### config.mk
export PLATFORM = sky130hd
export DESIGN_NAME = alu_writeback
export DESIGN_NICKNAME = d
export VERILOG_FILES = /design/src/rtl/alu_writeback_pkg.sv /design/src/rtl/alu_writeback_fifo.sv /design/src/rtl/alu_writeback.sv
export SDC_FILE = /design/constraint.sdc
export NUM_CORES = 1
export LEC_CHECK = 0
export ABC_CLOCK_PERIOD_IN_PS = 3100
export CORE_MARGIN = 1.5
export CORE_UTILIZATION = 54
export DETAILED_ROUTE_END_ITERATION = 10
export PLACE_DENSITY = 0.91
export SYNTH_ARGS = -nofsm -noshare
export SYNTH_HDL_FRONTEND = slang
export SYNTH_SLANG_ARGS = --single-unit
### constraint.sdc
create_clock -name clk -period 3.1 [get_ports clk]
set_clock_uncertainty 0.1 [all_clocks]
set_input_delay 0.62 -clock clk [delete_from_list [all_inputs] [get_ports clk]]
set_output_delay 0.62 -clock clk [all_outputs]
set_load 0.005 [all_outputs]
### src/rtl/alu_writeback_pkg.sv
// Shared definitions for the ALU writeback stage: condition codes, flag
// bit positions, the queued entry layout and the condition evaluator.
package alu_writeback_pkg;

  localparam logic [2:0] COND_AL = 3'b000;
  localparam logic [2:0] COND_EQ = 3'b001;
  localparam logic [2:0] COND_NE = 3'b010;
  localparam logic [2:0] COND_MI = 3'b011;
  localparam logic [2:0] COND_PL = 3'b100;
  localparam logic [2:0] COND_CS = 3'b101;
  localparam logic [2:0] COND_VS = 3'b110;
  localparam logic [2:0] COND_NV = 3'b111;

  localparam int FLAG_N = 3;
  localparam int FLAG_Z = 2;
  localparam int FLAG_V = 1;
  localparam int FLAG_C = 0;

  typedef struct packed {
    logic [7:0] result;
    logic [3:0] nzvc;
    logic [1:0] rd;
    logic       we;
    logic       fe;
    logic [2:0] cond;
  } wb_entry_t;

  // Evaluate a commit condition against the currently stored flags.
  function automatic logic cond_pass(input logic [2:0] cond, input logic [3:0] fl);
    logic p;
    case (cond)
      COND_AL: p = 1'b1;
      COND_EQ: p = fl[FLAG_Z];
      COND_NE: p = !fl[FLAG_Z];
      COND_MI: p = fl[FLAG_N];
      COND_PL: p = !fl[FLAG_N];
      COND_CS: p = fl[FLAG_C];
      COND_VS: p = fl[FLAG_V];
      default: p = 1'b0;
    endcase
    return p;
  endfunction

endpackage

### src/rtl/alu_writeback_fifo.sv
// Small synchronous FIFO holding pending writeback entries. Head data is
// presented combinationally so the commit logic can look ahead.
module wb_fifo #(
  parameter int DEPTH = 2,
  parameter int W     = 8
) (
  input  logic         clk,
  input  logic         rst,
  input  logic         push,
  input  logic         pop,
  input  logic [W-1:0] wdata,
  output logic [W-1:0] rdata,
  output logic         full,
  output logic         empty
);
  localparam int AW = $clog2(DEPTH);

  logic [W-1:0]  r_mem [DEPTH];
  logic [AW-1:0] r_wptr;
  logic [AW-1:0] r_rptr;
  logic [AW:0]   r_cnt;
  logic          w_push;
  logic          w_pop;

  assign full   = (r_cnt == (AW+1)'(DEPTH));
  assign empty  = (r_cnt == '0);
  assign w_push = push && !full;
  assign w_pop  = pop && !empty;
  assign rdata  = r_mem[r_rptr];

  // Pointer and occupancy bookkeeping; power-of-two depth lets pointers wrap.
  always_ff @(posedge clk) begin
    if (rst) begin
      r_wptr <= '0;
      r_rptr <= '0;
      r_cnt  <= '0;
    end else begin
      if (w_push) r_wptr <= r_wptr + 1'b1;
      if (w_pop)  r_rptr <= r_rptr + 1'b1;
      case ({w_push, w_pop})
        2'b10:   r_cnt <= r_cnt + 1'b1;
        2'b01:   r_cnt <= r_cnt - 1'b1;
        default: r_cnt <= r_cnt;
      endcase
    end
  end

  // Entry storage; contents need no reset since occupancy gates every read.
  always_ff @(posedge clk) begin
    if (w_push) r_mem[r_wptr] <= wdata;
  end

endmodule

### src/rtl/alu_writeback.sv
// Writeback stage: queues ALU results, commits one per cycle into a 4x8
// register file and NZVC flag register under a flag-based condition, and
// serves the ALU operand read ports with a bypass from the committing head.
module alu_writeback
  import alu_writeback_pkg::*;
#(
  parameter int DEPTH = 2,
  parameter int CNT_W = 8
) (
  input  logic             clk,
  input  logic             rst,
  input  logic             in_valid,
  output logic             in_ready,
  input  logic [7:0]       in_result,
  input  logic [3:0]       in_nzvc,
  input  logic [1:0]       in_rd,
  input  logic             in_we,
  input  logic             in_fe,
  input  logic [2:0]       in_cond,
  input  logic             wb_stall,
  input  logic [1:0]       rs_a,
  input  logic [1:0]       rs_b,
  output logic [7:0]       rdata_a,
  output logic [7:0]       rdata_b,
  output logic [3:0]       flags,
  output logic             wb_valid,
  output logic             wb_taken,
  output logic             busy,
  output logic [CNT_W-1:0] commit_cnt,
  output logic [CNT_W-1:0] skip_cnt
);
  localparam int EW = $bits(wb_entry_t);

  wb_entry_t        w_in;
  wb_entry_t        w_head;
  logic [EW-1:0]    w_head_bits;
  logic             w_full;
  logic             w_empty;
  logic             w_push;
  logic             w_pop;
  logic             w_pass;
  logic             w_wr;

  logic [3:0][7:0]  r_regs;
  logic [3:0]       r_flags;
  logic [CNT_W-1:0] r_commit_cnt;
  logic [CNT_W-1:0] r_skip_cnt;
  logic             r_wb_valid;
  logic             r_wb_taken;

  assign w_in   = '{result: in_result, nzvc: in_nzvc, rd: in_rd,
                    we: in_we, fe: in_fe, cond: in_cond};
  assign w_head = wb_entry_t'(w_head_bits);

  // Readiness ignores a same-cycle pop so a full FIFO never takes a push.
  assign in_ready = !w_full && !rst;
  assign w_push   = in_valid && in_ready;
  assign w_pop    = !w_empty && !wb_stall && !rst;
  assign w_pass   = cond_pass(w_head.cond, r_flags);
  assign w_wr     = w_pop && w_pass && w_head.we;

  wb_fifo #(.DEPTH(DEPTH), .W(EW)) u_fifo (
    .clk   (clk),
    .rst   (rst),
    .push  (w_push),
    .pop   (w_pop),
    .wdata (w_in),
    .rdata (w_head_bits),
    .full  (w_full),
    .empty (w_empty)
  );

  // Commit the head entry: register/flag update on pass, counters either way.
  always_ff @(posedge clk) begin
    if (rst) begin
      r_regs       <= '0;
      r_flags      <= '0;
      r_commit_cnt <= '0;
      r_skip_cnt   <= '0;
    end else if (w_pop) begin
      if (w_pass) begin
        if (w_head.we) r_regs[w_head.rd] <= w_head.result;
        if (w_head.fe) r_flags           <= w_head.nzvc;
        r_commit_cnt <= r_commit_cnt + CNT_W'(1);
      end else begin
        r_skip_cnt <= r_skip_cnt + CNT_W'(1);
      end
    end
  end

  // One-cycle status pulse describing the pop on the previous edge.
  always_ff @(posedge clk) begin
    if (rst) begin
      r_wb_valid <= 1'b0;
      r_wb_taken <= 1'b0;
    end else begin
      r_wb_valid <= w_pop;
      r_wb_taken <= w_pop && w_pass;
    end
  end

  // Operand reads forward the head result when it writes that register now.
  always_comb begin
    rdata_a = r_regs[rs_a];
    rdata_b = r_regs[rs_b];
    if (w_wr && (w_head.rd == rs_a)) rdata_a = w_head.result;
    if (w_wr && (w_head.rd == rs_b)) rdata_b = w_head.result;
  end

  assign flags      = r_flags;
  assign wb_valid   = r_wb_valid;
  assign wb_taken   = r_wb_taken;
  assign busy       = !w_empty;
  assign commit_cnt = r_commit_cnt;
  assign skip_cnt   = r_skip_cnt;

endmodule

run_1/metal_stack.png
Drawn at 3 px/µm. Only two layers are drawn.
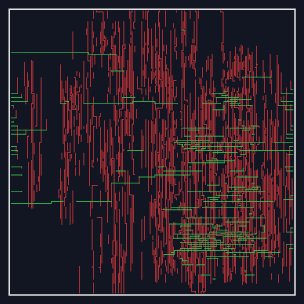
[green] met3 | wire length: 896 µm
[red] met2 | wire length: 6140 µm

run_1/port_nets.png
Drawn at 3 px/µm.
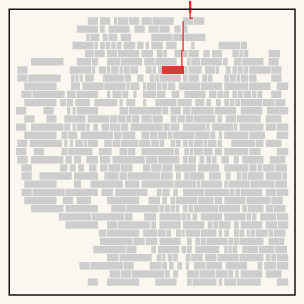
[red] wb_taken | bits: 1 | direction: output | end cells: 1 | wire: 19.7 µm

==> impl_metrics.py, run 1 <==
# Physical implementation metrics
metrics = {
    "run_status": {
        "outcome": "complete, but fails checks",
        "violations": "negative setup slack",
    },
    "flow_run": {
        "log.warning_count": 28,
        "maxCapViolCount": 0,
    },
    "grt": {
        "grt.total_usage_pct": 28.9,
        "grt_pass1_vias": 3843,
        "antenna_found_initial": 0,
        "overflow": 0,
        "grt_pass1_wl_um": 19300,
    },
    "placement": {
        "place_inst": 581,
        "dpl_cell_area_um2": 5530,
        "dp_slack_ns": -0.187,
        "placement.io_buffers": 66,
    },
    "synth": {
        "ys_cells": 398,
        "mux_area_share_pct": 18.2,
        "postSynthSeqShare_pct": 51.0,
        "ys_sh_aoi_pct": 12.2,
        "synthArstFlopShare_pct": 0,
        "area_leaders": "dfxtp_1 (26%), edfxtp_1 (25%), mux4_2 (8.4%), a21oi_1 (4.5%), mux2_2 (4.5%)",
        "syn_nets": 428,
        "synth-edff-count": 38,
        "synth-xor-area-share_pct": 2.70,
        "synthTopLogicFamily": "multiplexers",
        "top_area_cell": "dfxtp_1",
        "synth_cells": 398,
        "yosys.area_share.adder_pct": 0.825,
        "synth.distinct_cells": 50,
        "synthTopCellsByCount": "dfxtp_1 (59), a21oi_1 (41), edfxtp_1 (38)",
        "ys_area_um2": 4550,
        "ff_type": "dfxtp_1",
    },
    "floorplan": {
        "dieHeight_um": 94.8,
        "rows": 33,
        "core_um2": 8180,
        "die_w_um": 94.8,
    },
    "final_timing": {
        "hold_viol": 0,
        "layout_setup_ws_ns": -0.299,
        "fin_crit_ns": 3.40,
        "slew_violations": 0,
        "fmax_mhz": 294,
        "finalSetupTns_ns": -4.03,
        "setup_viol": 16,
        "slew_headroom_pct": 52.6,
    },
    "clock_tree": {
        "cts-root-buf": "clkbuf_8",
        "clock-sinks": 97,
        "insertion_delay_ns": 0.35,
        "cts_buffers": 9,
        "path_clk_slew_ns": 0.09,
        "hold_buffers": 0,
        "cts_tree": "built",
        "post_cts_resized": 107,
    },
    "drt": {
        "route.vias.total": 3827,
        "drc": 0,
        "drt-vias-per-instance": 6.24,
        "drtIter0Drc": 271,
        "routedWlPerCell_um": 19.6,
        "drt_wl_total_um": 12000,
        "drtAntennaViolNets": 0,
    },
    "hold_path": {
        "whs_endpoint": "commit_cnt[7]$_SDFFE_PP0P_",
        "hold_path.class": "flip-flop to flip-flop",
        "min_from": "commit_cnt[7]$_SDFFE_PP0P_",
    },
    "setup_path": {
        "r2r_setup_slack_ns": 0.39,
        "crit_fanout": 7,
        "crit_start": "u_fifo.r_mem[1][0]$_DFFE_PP_",
        "r2r-end": "commit_cnt[5]$_SDFFE_PP0P_",
        "worst-r2r-cell-count": 8,
        "crit_path_end_kind": "output port",
        "reg2reg_from": "u_fifo.r_mem[1][0]$_DFFE_PP_",
    },
    "finish": {
        "diodes": 0,
        "area_delta_synth_final_pct": 30.7,
        "fin_cells": 613,
        "drive_gt1_share_pct": 28.5,
    },
    "power_and_ir_drop": {
        "p_leak_nw": 2.13,
        "p_total_mw": 2.51,
        "power_density_nw_per_um2": 421,
    },
}
run_1/met2.png
Drawn at 4 px/µm.
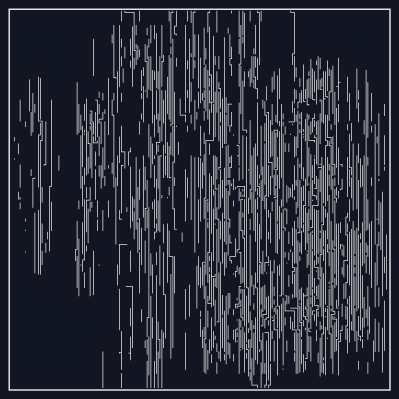
main direction: vertical
longest straight run: 40.1 µm
share of all routed wire: 51%
nets with wire on the layer: 484

run_1/pins.png
Drawn at 4 px/µm. Pins as bars across the die edge, other pins in grey.
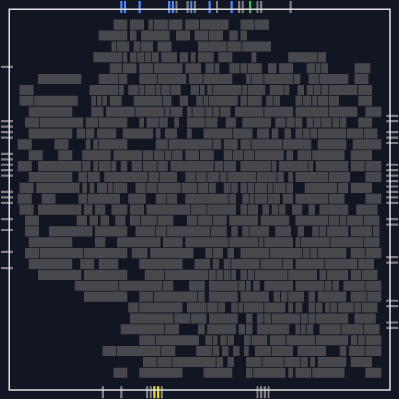
[yellow] in_rd | pins: 2 | direction: input | edge: south
[blue] skip_cnt | pins: 8 | direction: output | edge: north
[green] wb_taken | pins: 1 | direction: output | edge: north
all pins by edge: 21 east, 18 north, 17 west, 11 south

-- run 1: per-layer routing --
metal | share of wire, % | global-route usage (%) | vias up
met1 | 37 | 32.0 | 1829
met5 | 0 | 0 | -
met2 | 51 | 48.4 | 230
met4 | 4.6 | 16.0 | 0
li1 | - | - | 1703
met3 | 7.5 | 9.82 | 65
-- run 1: power by group --
part | switching (mW) | total, mW | leakage [nW] | internal [mW]
sequential | 0.0228 | 1.39 | 0.825 | 1.36
combinational | 0.220 | 0.413 | 1.23 | 0.193
clock | 0.418 | 0.707 | 0.0731 | 0.289
-- run 1: state kept, by name, summed over array words and instances, names as in the netlist, named ones only --
name / cells
flags: 4
skip_cnt: 8
u_fifo.r_rptr: 1
u_fifo.r_wptr: 1
wb_taken: 1
r_regs: 32
commit_cnt: 8
wb_valid: 1
u_fifo.r_mem: 38
u_fifo.r_cnt: 2
-- run 1: worst max-delay path: stages, from the launching register on --
cell and delay [ns]:
edfxtp_1 0.42, nor2b_1 0.15, mux4_2 0.48, a21o_1 0.21, nor2_4 0.16, nand4_4 0.26, buf_6 0.22, mux2_4 0.31
buf_6 0.12
-- run 1: placed cells by master, fill, tap and decap left out, drive strengths merged, types with 4 or more instances in the layout --
master,n
dfxtp,59
mux2,30
buf,68
clkbuf,11
nor2,18
nor3,6
nand2,26
nor2b,7
xnor2,11
nand4,5
o22ai,4
a21oi,42
a221oi,4
nand3,26
o21ai,35
and3,4
mux4,17
clkdlybuf4s50,49
edfxtp,38
inv,7
mux2i,9
-- run 1: cell type report --
class                           count  area [µm²]
Sequential cell                    97        2320
Fill cell                         526        2230
Timing Repair Buffer              117        1140
Clock buffer                       11         131
Multi-Input combinational cell    271        2160
Tap cell                          105         131
Clock inverter                      5        32.5
Inverter                            7        28.8
--- run 2 (diff from run 1) ---
- CTS_CLUSTER_SIZE: unset -> 30
run_2/metal_stack.png
Drawn at 3 px/µm. Only two layers are drawn.
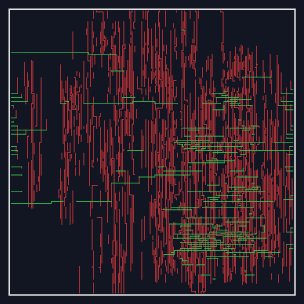
[green] met3 | wire length: 896 µm
[red] met2 | wire length: 6140 µm

run_2/met2.png
Drawn at 4 px/µm.
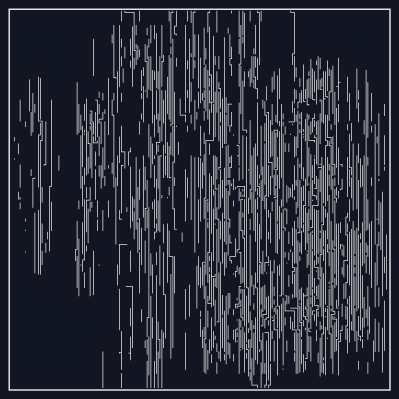
share of all routed wire: 51%
longest straight run: 40.1 µm

run_2/final_placement.png
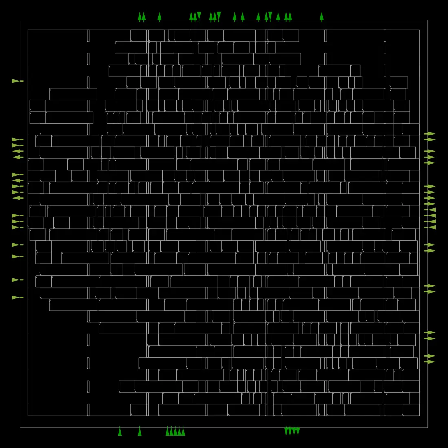
sequential share of cell area: 39.1%
post-route core utilization: 72.8%
Tapcells: 105
final non-filler cell total: 613

==> impl_metrics.py, run 2 <==
# Physical implementation metrics
metrics = {
    "drt": {
        "top_layer_used": "met4",
        "wl_met3_um": 896,
        "drt_wl_total_um": 12000,
        "drtIter0Drc": 271,
        "drtAntennaViolNets": 0,
        "met2WireLength_um": 6140,
        "drc": 0,
        "routedWlPerCell_um": 19.6,
    },
    "finish": {
        "layout_top_cell": "dfxtp_1",
        "drive_gt1_share_pct": 28.5,
        "area_delta_synth_final_pct": 30.7,
        "nFillCells": 526,
        "largest_registers": "u_fifo.r_mem: 38 flops, r_regs: 32 flops",
        "mostFrequentLayoutCells": "dfxtp_1 (58), clkdlybuf4s50_1 (49), a21oi_1 (41), edfxtp_1 (38), buf_4 (35)",
        "diodes": 0,
    },
    "synth": {
        "syn_nets": 428,
        "synth_cells": 398,
        "synthArstFlopShare_pct": 0,
        "synth.distinct_cells": 50,
        "top_area_cell": "dfxtp_1",
        "ys_area_um2": 4550,
        "ff_type": "dfxtp_1",
        "ys_cells": 398,
    },
    "floorplan": {
        "rows": 33,
        "dieHeight_um": 94.8,
        "die_w_um": 94.8,
        "core_um2": 8180,
    },
    "final_timing": {
        "slew_violations": 0,
        "fin_crit_ns": 3.40,
        "hold_viol": 0,
        "layout_setup_ws_ns": -0.299,
        "fmax_mhz": 294,
        "setup_viol": 16,
    },
    "clock_tree": {
        "hold_buffers": 0,
        "cts-root-buf": "clkbuf_8",
        "clock-sinks": 97,
        "insertion_delay_ns": 0.35,
        "cts_tree": "built",
    },
    "grt": {
        "grt.total_usage_pct": 28.9,
        "antenna_found_initial": 0,
        "grt_util_met1_pct": 32.0,
        "grtUsageMet2_pct": 48.4,
        "met3_usage_pct": 9.82,
        "overflow": 0,
        "top_usage_layer": "met2",
    },
    "setup_path": {
        "crit_family": "multiplexers",
        "cpMostUsedCell": "buf_6",
        "crit_path_end_kind": "output port",
        "crit_chain": "nor2b_1 -> mux4_2 -> a21o_1 -> nor2_4 -> nand4_4 -> buf_6 -> mux2_4 -> buf_6",
    },
    "placement": {
        "placement.io_buffers": 66,
    },
    "run_status": {
        "outcome": "complete, but fails checks",
        "violations": "negative setup slack",
    },
    "flow_run": {
        "log.warning_count": 28,
    },
    "hold_path": {
        "hold_path.class": "flip-flop to flip-flop",
    },
    "power_and_ir_drop": {
        "p_leak_nw": 2.13,
    },
}
[run 2: cell counts after synthesis]
Identical to the previous run, type by type.
[run 2: final timing paths]
check / startpoint / end / cells after the start / slack, ns
setup / recovery: u_fifo.r_mem[1][0]$_DFFE_PP_ / rdata_a[6] / 8 / -0.30
hold reg to reg: commit_cnt[7]$_SDFFE_PP0P_ / commit_cnt[7]$_SDFFE_PP0P_ / 2 / 0.40
setup reg to reg: u_fifo.r_mem[1][0]$_DFFE_PP_ / commit_cnt[5]$_SDFFE_PP0P_ / 8 / 0.39
hold / removal: commit_cnt[7]$_SDFFE_PP0P_ / commit_cnt[7]$_SDFFE_PP0P_ / 2 / 0.40
[run 2: stage by stage]
stage	TNS [ns]	instances	cell area (µm²)	util [%]
after floorplan	0	398	4550	-
after global placement	-2.69	581	5530	67.6
after detailed placement	-2.59	581	5530	67.6
after CTS	-4.20	611	5920	72.4
after global routing	-5.52	613	5950	72.8
final	-4.03	613	5950	72.8
[run 2: cell families after synthesis]
group	Yosys count	synth area share [%]
xor gates and xnor gates	14	2.70
adders and majority gates	3	0.825
and+or+nand+nor	102	12.3
AOI/OAI and AO/OA	96	12.2
DFF	97	51.0
muxes	56	18.2
buffers and inverters	30	2.78
[run 2: power by group]
group	internal, mW	switching, mW
combinational	0.193	0.220
sequential	1.36	0.0228
clock	0.289	0.418
total	1.84	0.661
[run 2: tightest hold or removal path, cell delays in order (launching register included)]
cell and delay, ns:
dfxtp_1 0.33, o31ai_1 0.06, a21oi_1 0.06
[run 2: cell type report]
type                       instances  area [µm²]  area share [%]
clock buffer                      11         131            2.21
clock inverter                     5        32.5           0.547
inverter                           7        28.8           0.484
multi-input combinational        271        2160            36.4
sequential                        97        2320            39.1
tap                              105         131            2.21
timing repair buffer             117        1140            19.1
Power and IR drop assume default switching activity.
